File: src/rtl/sar_seq_ctrl_if.sv
// Bundle of the SAR sequencer's control, comparator and result-buffer signals.
// master: the sequencer itself; slave: the analog front end / back end around it.
interface sar_seq_ctrl_if #(
    parameter int unsigned ADC_BITS = 8,
    parameter int unsigned RES_W    = 4
);
    logic                start;
    logic [RES_W-1:0]    conv_bits;
    logic                cmp_clk;
    logic                cmp_done;
    logic                cmp_out;
    logic                sample;
    logic [ADC_BITS-1:0] dac_code;
    logic                busy;
    logic [ADC_BITS-1:0] data_out;
    logic                data_valid;
    logic                data_ready;
    logic                overflow;
    logic                timeout_err;
    logic                clr_flags;

    modport master (
        input  start, conv_bits, cmp_done, cmp_out, data_ready, clr_flags,
        output cmp_clk, sample, dac_code, busy, data_out, data_valid,
               overflow, timeout_err
    );

    modport slave (
        output start, conv_bits, cmp_done, cmp_out, data_ready, clr_flags,
        input  cmp_clk, sample, dac_code, busy, data_out, data_valid,
               overflow, timeout_err
    );
endinterface

File: src/rtl/sar_seq_ctrl.sv
// Clocked SAR conversion sequencer: sample phase, MSB-first binary search via
// comparator request/done handshake, runtime resolution, one-entry result
// buffer with valid/ready and sticky overflow.
// Optional: define SAR_TIMEOUT_EN to force a '1' decision (and set
// timeout_err) after TIMEOUT_CYCLES WAIT cycles without cmp_done.
module sar_seq_ctrl #(
    parameter int unsigned ADC_BITS       = 8,
    parameter int unsigned SAMPLE_CYCLES  = 2,
    parameter int unsigned TIMEOUT_CYCLES = 15,
    parameter int unsigned RES_W          = 4
) (
    input logic            clk,
    input logic            rst,
    sar_seq_ctrl_if.master bus
);
    localparam int unsigned IDX_W  = (ADC_BITS > 1) ? $clog2(ADC_BITS) : 1;
    localparam int unsigned SCNT_W = (SAMPLE_CYCLES > 1) ? $clog2(SAMPLE_CYCLES) : 1;

    if (SAMPLE_CYCLES < 1 || TIMEOUT_CYCLES < 1 || (1 << RES_W) <= ADC_BITS) begin : g_bad_params
        $error("sar_seq_ctrl: invalid parameter combination");
    end

    typedef enum logic [2:0] {
        S_IDLE,
        S_SAMPLE,
        S_COMPARE,
        S_WAIT,
        S_DONE
    } state_t;

    state_t              state_q, state_d;
    logic [ADC_BITS-1:0] dac_q, dac_d;
    logic [IDX_W-1:0]    idx_q, idx_d;
    logic [IDX_W-1:0]    lsb_q, lsb_d;
    logic [SCNT_W-1:0]   scnt_q, scnt_d;
    logic [ADC_BITS-1:0] dout_q, dout_d;
    logic                valid_q, valid_d;
    logic                ovf_q, ovf_d;
    logic                tmo_q, tmo_d;

    logic [IDX_W-1:0]    lsb_req;
    logic [IDX_W-1:0]    idx_dec;
    logic                decide;
    logic                decide_bit;
    logic                forced;
    logic                offer;

`ifdef SAR_TIMEOUT_EN
    localparam int unsigned TCNT_W = $clog2(TIMEOUT_CYCLES + 1);
    logic [TCNT_W-1:0] tcnt_q;
`endif

    // Lowest bit index to resolve; out-of-range resolutions fall back to full width.
    always_comb begin
        lsb_req = '0;
        if (bus.conv_bits != '0 && 32'(bus.conv_bits) <= ADC_BITS) begin
            lsb_req = IDX_W'(ADC_BITS - 32'(bus.conv_bits));
        end
    end

    assign idx_dec = idx_q - 1'b1;

    // Next-state, trial-code and bit-index update for the conversion FSM.
    always_comb begin
        state_d    = state_q;
        dac_d      = dac_q;
        idx_d      = idx_q;
        lsb_d      = lsb_q;
        scnt_d     = scnt_q;
        decide     = 1'b0;
        decide_bit = 1'b0;
        forced     = 1'b0;
        offer      = 1'b0;

        unique case (state_q)
            S_IDLE: begin
                if (bus.start) begin
                    lsb_d   = lsb_req;
                    dac_d   = '0;
                    scnt_d  = SCNT_W'(SAMPLE_CYCLES - 1);
                    state_d = S_SAMPLE;
                end
            end
            S_SAMPLE: begin
                if (scnt_q == '0) begin
                    // The trial bit is set on the way into COMPARE so it is
                    // already on dac_code during the cmp_clk cycle.
                    idx_d             = IDX_W'(ADC_BITS - 1);
                    dac_d[ADC_BITS-1] = 1'b1;
                    state_d           = S_COMPARE;
                end else begin
                    scnt_d = scnt_q - 1'b1;
                end
            end
            S_COMPARE: begin
                state_d = S_WAIT;
            end
            S_WAIT: begin
                if (bus.cmp_done) begin
                    decide     = 1'b1;
                    decide_bit = bus.cmp_out;
                end
`ifdef SAR_TIMEOUT_EN
                else if (tcnt_q == TCNT_W'(TIMEOUT_CYCLES - 1)) begin
                    decide     = 1'b1;
                    decide_bit = 1'b1;
                    forced     = 1'b1;
                end
`endif
                if (decide) begin
                    dac_d[idx_q] = decide_bit;
                    if (idx_q == lsb_q) begin
                        state_d = S_DONE;
                    end else begin
                        idx_d          = idx_dec;
                        dac_d[idx_dec] = 1'b1;
                        state_d        = S_COMPARE;
                    end
                end
            end
            S_DONE: begin
                offer   = 1'b1;
                state_d = S_IDLE;
            end
            default: begin
                state_d = S_IDLE;
            end
        endcase
    end

    // Result buffer and sticky flags; a set event in the same cycle beats clr_flags.
    always_comb begin
        dout_d  = dout_q;
        valid_d = valid_q;
        ovf_d   = ovf_q;
        tmo_d   = tmo_q;

        if (valid_q && bus.data_ready) begin
            valid_d = 1'b0;
        end
        if (bus.clr_flags) begin
            ovf_d = 1'b0;
            tmo_d = 1'b0;
        end
        if (offer) begin
            if (!valid_q || bus.data_ready) begin
                dout_d  = dac_q;
                valid_d = 1'b1;
            end else begin
                ovf_d = 1'b1;
            end
        end
        if (forced) begin
            tmo_d = 1'b1;
        end
    end

    // State and datapath registers with synchronous active-low reset.
    always_ff @(posedge clk) begin
        if (!rst) begin
            state_q <= S_IDLE;
            dac_q   <= '0;
            idx_q   <= '0;
            lsb_q   <= '0;
            scnt_q  <= '0;
            dout_q  <= '0;
            valid_q <= 1'b0;
            ovf_q   <= 1'b0;
            tmo_q   <= 1'b0;
        end else begin
            state_q <= state_d;
            dac_q   <= dac_d;
            idx_q   <= idx_d;
            lsb_q   <= lsb_d;
            scnt_q  <= scnt_d;
            dout_q  <= dout_d;
            valid_q <= valid_d;
            ovf_q   <= ovf_d;
            tmo_q   <= tmo_d;
        end
    end

`ifdef SAR_TIMEOUT_EN
    // Per-bit WAIT cycle counter, cleared in COMPARE so it restarts on every WAIT entry.
    always_ff @(posedge clk) begin
        if (!rst) begin
            tcnt_q <= '0;
        end else if (state_q == S_COMPARE) begin
            tcnt_q <= '0;
        end else if (state_q == S_WAIT) begin
            tcnt_q <= tcnt_q + 1'b1;
        end
    end
`endif

    assign bus.sample      = (state_q == S_SAMPLE);
    assign bus.cmp_clk     = (state_q == S_COMPARE);
    assign bus.busy        = (state_q != S_IDLE);
    assign bus.dac_code    = dac_q;
    assign bus.data_out    = dout_q;
    assign bus.data_valid  = valid_q;
    assign bus.overflow    = ovf_q;
    assign bus.timeout_err = tmo_q;
endmodule

File: src/flat_wrapper.sv
// flat-port wrapper written by rule: the top's interface ports become plain ports
module sar_seq_ctrl_flat 
#(
    parameter int unsigned ADC_BITS       = 8,
    parameter int unsigned SAMPLE_CYCLES  = 2,
    parameter int unsigned TIMEOUT_CYCLES = 15,
    parameter int unsigned RES_W          = 4
)
  (clk, rst, bus_start, bus_conv_bits, bus_cmp_done, bus_cmp_out, bus_data_ready, bus_clr_flags, bus_cmp_clk, bus_sample, bus_dac_code, bus_busy, bus_data_out, bus_data_valid, bus_overflow, bus_timeout_err);
  sar_seq_ctrl_if #(.ADC_BITS(ADC_BITS), .RES_W(RES_W)) bus_i ();
  input logic clk;
  input logic rst;
  input wire logic [$bits(bus_i.start)-1:0] bus_start;
  input wire logic [$bits(bus_i.conv_bits)-1:0] bus_conv_bits;
  input wire logic [$bits(bus_i.cmp_done)-1:0] bus_cmp_done;
  input wire logic [$bits(bus_i.cmp_out)-1:0] bus_cmp_out;
  input wire logic [$bits(bus_i.data_ready)-1:0] bus_data_ready;
  input wire logic [$bits(bus_i.clr_flags)-1:0] bus_clr_flags;
  output wire logic [$bits(bus_i.cmp_clk)-1:0] bus_cmp_clk;
  output wire logic [$bits(bus_i.sample)-1:0] bus_sample;
  output wire logic [$bits(bus_i.dac_code)-1:0] bus_dac_code;
  output wire logic [$bits(bus_i.busy)-1:0] bus_busy;
  output wire logic [$bits(bus_i.data_out)-1:0] bus_data_out;
  output wire logic [$bits(bus_i.data_valid)-1:0] bus_data_valid;
  output wire logic [$bits(bus_i.overflow)-1:0] bus_overflow;
  output wire logic [$bits(bus_i.timeout_err)-1:0] bus_timeout_err;
  assign bus_i.start = bus_start;
  assign bus_i.conv_bits = bus_conv_bits;
  assign bus_i.cmp_done = bus_cmp_done;
  assign bus_i.cmp_out = bus_cmp_out;
  assign bus_i.data_ready = bus_data_ready;
  assign bus_i.clr_flags = bus_clr_flags;
  assign bus_cmp_clk = bus_i.cmp_clk;
  assign bus_sample = bus_i.sample;
  assign bus_dac_code = bus_i.dac_code;
  assign bus_busy = bus_i.busy;
  assign bus_data_out = bus_i.data_out;
  assign bus_data_valid = bus_i.data_valid;
  assign bus_overflow = bus_i.overflow;
  assign bus_timeout_err = bus_i.timeout_err;
  sar_seq_ctrl #(.ADC_BITS(ADC_BITS), .SAMPLE_CYCLES(SAMPLE_CYCLES), .TIMEOUT_CYCLES(TIMEOUT_CYCLES), .RES_W(RES_W)) u_core (.clk(clk), .rst(rst), .bus(bus_i));
endmodule
File: config.mk
export PLATFORM = sky130hd
export DESIGN_NAME = sar_seq_ctrl_flat
export DESIGN_NICKNAME = d
export VERILOG_FILES = /design/src/rtl/sar_seq_ctrl_if.sv /design/src/rtl/sar_seq_ctrl.sv /design/src/flat_wrapper.sv
export SDC_FILE = /design/constraint.sdc
export NUM_CORES = 1
export LEC_CHECK = 0
export ABC_AREA = 1
export CELL_PAD_IN_SITES_DETAIL_PLACEMENT = 0
export CELL_PAD_IN_SITES_GLOBAL_PLACEMENT = 1
export CORE_MARGIN = 1
export CORE_UTILIZATION = 34
export DETAILED_ROUTE_END_ITERATION = 8
export GPL_ROUTABILITY_DRIVEN = 0
export HOLD_SLACK_MARGIN = 0.1
export PLACE_DENSITY_LB_ADDON = 0.1
export SYNTH_ARGS = -nofsm -noshare
export SYNTH_HDL_FRONTEND = slang
export SYNTH_SLANG_ARGS = --single-unit
export TNS_END_PERCENT = 30
File: constraint.sdc
create_clock -name clk -period 1.9 [get_ports clk]
set_clock_uncertainty 0.15 [all_clocks]
set_input_delay 0.38 -clock clk [delete_from_list [all_inputs] [get_ports clk]]
set_output_delay 0.38 -clock clk [all_outputs]
set_load 0.05 [all_outputs]
==> run notes <==
Implementation numbers.

- The main flop type after synthesis is dfxtp_1.
- The post-synthesis cell type with the largest instance count reads nand2_1.
- The post-route minimum period reads 1.78 ns.
- The worst endpoint required time reads 1.37 ns.
- The most area-hungry cell type in the Yosys netlist reads dfxtp_1.
- Setup repair after global routing left no endpoint under its margin.
- The dominant delay contributor by cell family on the critical path is flip-flops.
- The detailed router reported a total wirelength of 3910 µm.
- For reference, the critical path cell chain is inv_1 -> nor2_1 -> buf_12.
- The xor-xnor portion of the synthesized cell area reads 0.562%.
- The area fraction of the dominant cell type after synthesis is 36.0%.
- The script computed the net switching share of total power as 34.1%.
- The cell sitting at the root of the clock tree is a clkbuf_8.
- The overall chip area reads 4860 µm².
- The maximum clock path buffer count is 2.
- Ranking logic cells in the layout by count gives the top entries nand2_1 (85), a21oi_1 (28), dfxtp_1 (28), nor2_1 (24), buf_4 (22).
- STA on the placed design reports a worst setup slack of 0.0566 ns.
- The sum of net half-perimeters after detailed placement is 3020 µm.
- The number of top-level pins is 33.
- The portion of total power attributed to sequential cells reads 38.7%.
- The wire length of the first global-routing pass is 6840 µm.
- The post-layout total power reads 1650 µW.
- The synthesized cell area reads 1560 µm².
- In the post-synthesis netlist, the biggest area contributors are dfxtp_1 (36%), nand2_1 (20%), a21oi_1 (9.0%).
- The H-tree depth is 1.
- The area fraction in compound gates is 11.2%.
- From the final report, the count of setup violators was given as 0.
- The antenna diode instance count reads 0.
- The first routing iteration left 49 violations.
- The clock slew at the register clock pins of the worst setup and hold paths reads 0.10 ns.
- The kind of end point of the critical path reads an output port.
- The final hold violation count is 0.
- The net switching power of the design reads 563 µW.
- The period utilization is 93.7%.
- The number of buffers and inverters on the critical path is 2.
- The area growth from synthesis to layout is 28.8%.
- The most common library cell in the layout ignoring fill and taps reads nand2_1.
- The synthesized design contains 0 enable-type register cells.
- The filler cell count in the final layout is 463.
- The chip area in the Yosys report is 1560 µm².
- The post-synthesis register bit count is 28.
- Dividing the detail-routed via count by the number of cells gives 4.73.
- The post-CTS repair timing setup buffer count is 0.
- The count of placed standard cells including taps is 332.
- The mux cell area share after synthesis is 0%.
- The total CTS buffers is 3.
- The category of the worst setup path launch point reads a flop.
- The via count of the first global-routing pass reads 1502.
- The initial antenna violation count is 0.
- The remaining design rule violation count is 0.
- Per the placement log, port buffering inserted 31 buffers.
- The number of max-capacitance violations reported is 0.
- The number of nets produced by synthesis is 263.
- Per the post-route antenna check, the number of violating nets is 0.
- Of the combinational cells, the family taking the most area is simple AND/OR/NAND/NOR gates.
- The class of the most critical hold timing path is reg -> reg.
- After synthesis, flip-flops and latches occupy 36.0% of the total area.
- The instance area at placement reads 1930 µm².
- Max-slew check failures listed in the final report amount to 0.
- The run finished with clean final reports.
area by class of cell:
cell class	instances	area [µm²]	area share, %
multi-input combinational	188	861	42.9
clock inverter	1	30.0	1.50
tap	52	65.1	3.24
inverter	28	105	5.23
sequential	28	561	27.9
timing repair buffer	36	345	17.2
clock buffer	3	41.3	2.06
metal layers:
metal / vias up / share of wire (%) / track usage, %
met5: - / 0 / 0
met4: 0 / 1.6 / 6.67
met3: 5 / 2.1 / 2.18
met2: 26 / 48 / 31.1
met1: 698 / 48 / 21.7
li1: 859 / - / -
what timing repair did:
action,4_1_cts,5_1_grt
setup endpoints to repair,0,1
hold buffers,0,0
resized,0,1
power by group through the flow:
| stage | clock network (µW) | logic [µW] | registers [µW] |
|---|---|---|---|
| 4_1_cts | 500 | 534 | 639 |
| 6_report | 484 | 529 | 639 |
| 3_5_place_dp | 0 | 531 | 653 |
| 5_1_grt | 525 | 596 | 643 |
| 3_3_place_gp | 0 | 539 | 652 |
| 2_1_floorplan | 0 | 357 | 659 |
cell families after synthesis:
logic type,count (synthesis)
XOR/XNOR,1
flip-flops,28
AND/OR/NAND/NOR,149
AND-OR/OR-AND,35
buffers and inverters,34
adder cells (fa/ha/maj),2
other,1
final timing paths:
kind	start	end	slack [ns]	cells past startpoint
max	u_core.state_q[1]	bus_cmp_clk	0.12	3
min reg2reg	u_core.bus.data_out[4]	u_core.bus.data_out[4]	0.31	2
min	u_core.bus.data_out[4]	u_core.bus.data_out[4]	0.31	2
max reg2reg	u_core.idx_q[0]	u_core.bus.dac_code[6]	0.31	9
sequential cells by signal (all words and copies together), names as in the netlist:
name	count
u_core.bus.dac_code	8
u_core.bus.data_out	8
u_core.idx_q	3
u_core.lsb_q	3
u_core.state_q	3
u_core.bus.data_valid	1
u_core.bus.overflow	1
u_core.scnt_q	1
ff_map.png
(6 px per µm) Other sequential cells in the stronger gray, the rest of the logic in the fainter gray.
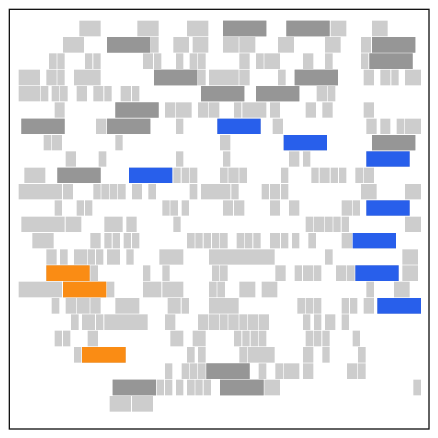
legend:
  blue:
    signal: u_core.bus.dac_code
    placed_flops: 8
  orange:
    signal: u_core.state_q
    placed_flops: 3
not colored: 17
power attributed to sequential cells: 639 µW
sequential cell area: 561 µm²
sequential share of cell area: 27.9%
final core utilization: 45.8%

clock_wires.png
(8 px per µm)
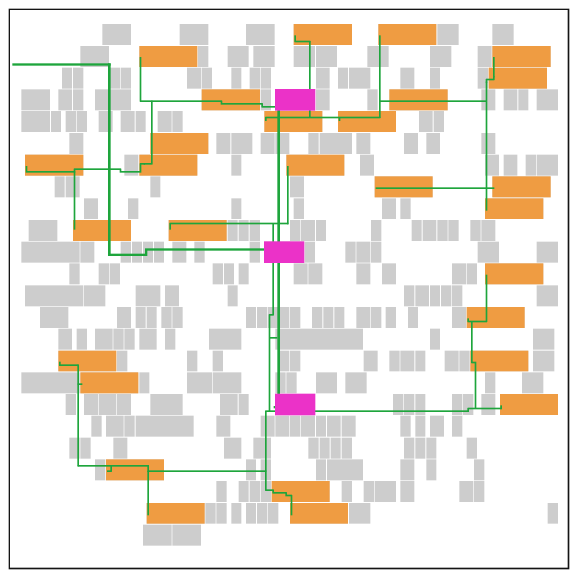
legend:
  magenta:
    item: clock-net drivers
    count: 3
  green:
    item: clock wires
    length: 403 µm
  orange:
    item: flip-flops
    count: 28
flops lie: all over the die
routed clock nets: 4
clock latency on the worst-skew pair: 0.28 ns
relative contribution of the clock network to total power: 29.3%

class_map.png
(6 px per µm) Fill, decap, tap and diode cells in gray.
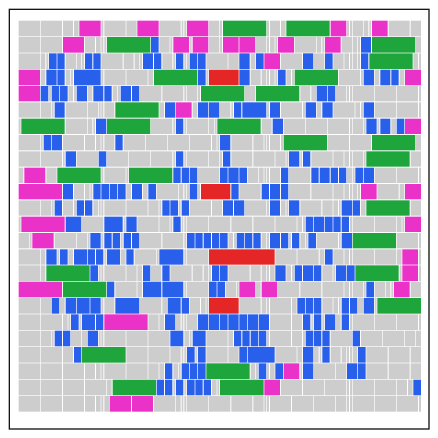
legend:
  blue:
    class: remaining logic cells
    cells: 216
    share_of_their_area: 50%
  red:
    class: clock drivers and dummy loads
    cells: 4
    share_of_their_area: 3.7%
  magenta:
    class: remaining buffers and delay cells
    cells: 36
    share_of_their_area: 18%
  green:
    class: registers
    cells: 28
    share_of_their_area: 29%
Floorplan Core Area: 4380 µm²
Final Cell Area: 2010 µm²

congestion_map.png
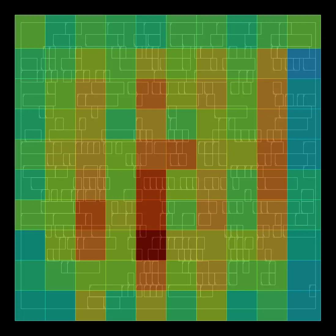
met2 global-route usage: 31.1%
met3 track demand over resource in global routing: 2.18%
detail-routed net length per standard cell: 11.6 µm

floorplan.png
(6 px per µm) Pins as bars on the die edge.
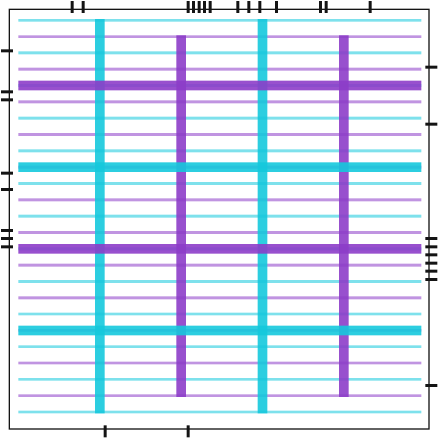
legend:
  cyan:
    net: VSS
  purple:
    net: VDD
rows: 24
signal pins: 33
met1 rails: 25
maximum vdd drop: 0.000489 V
Die Span Y: 69.7 µm

Power and IR drop assume default switching activity.
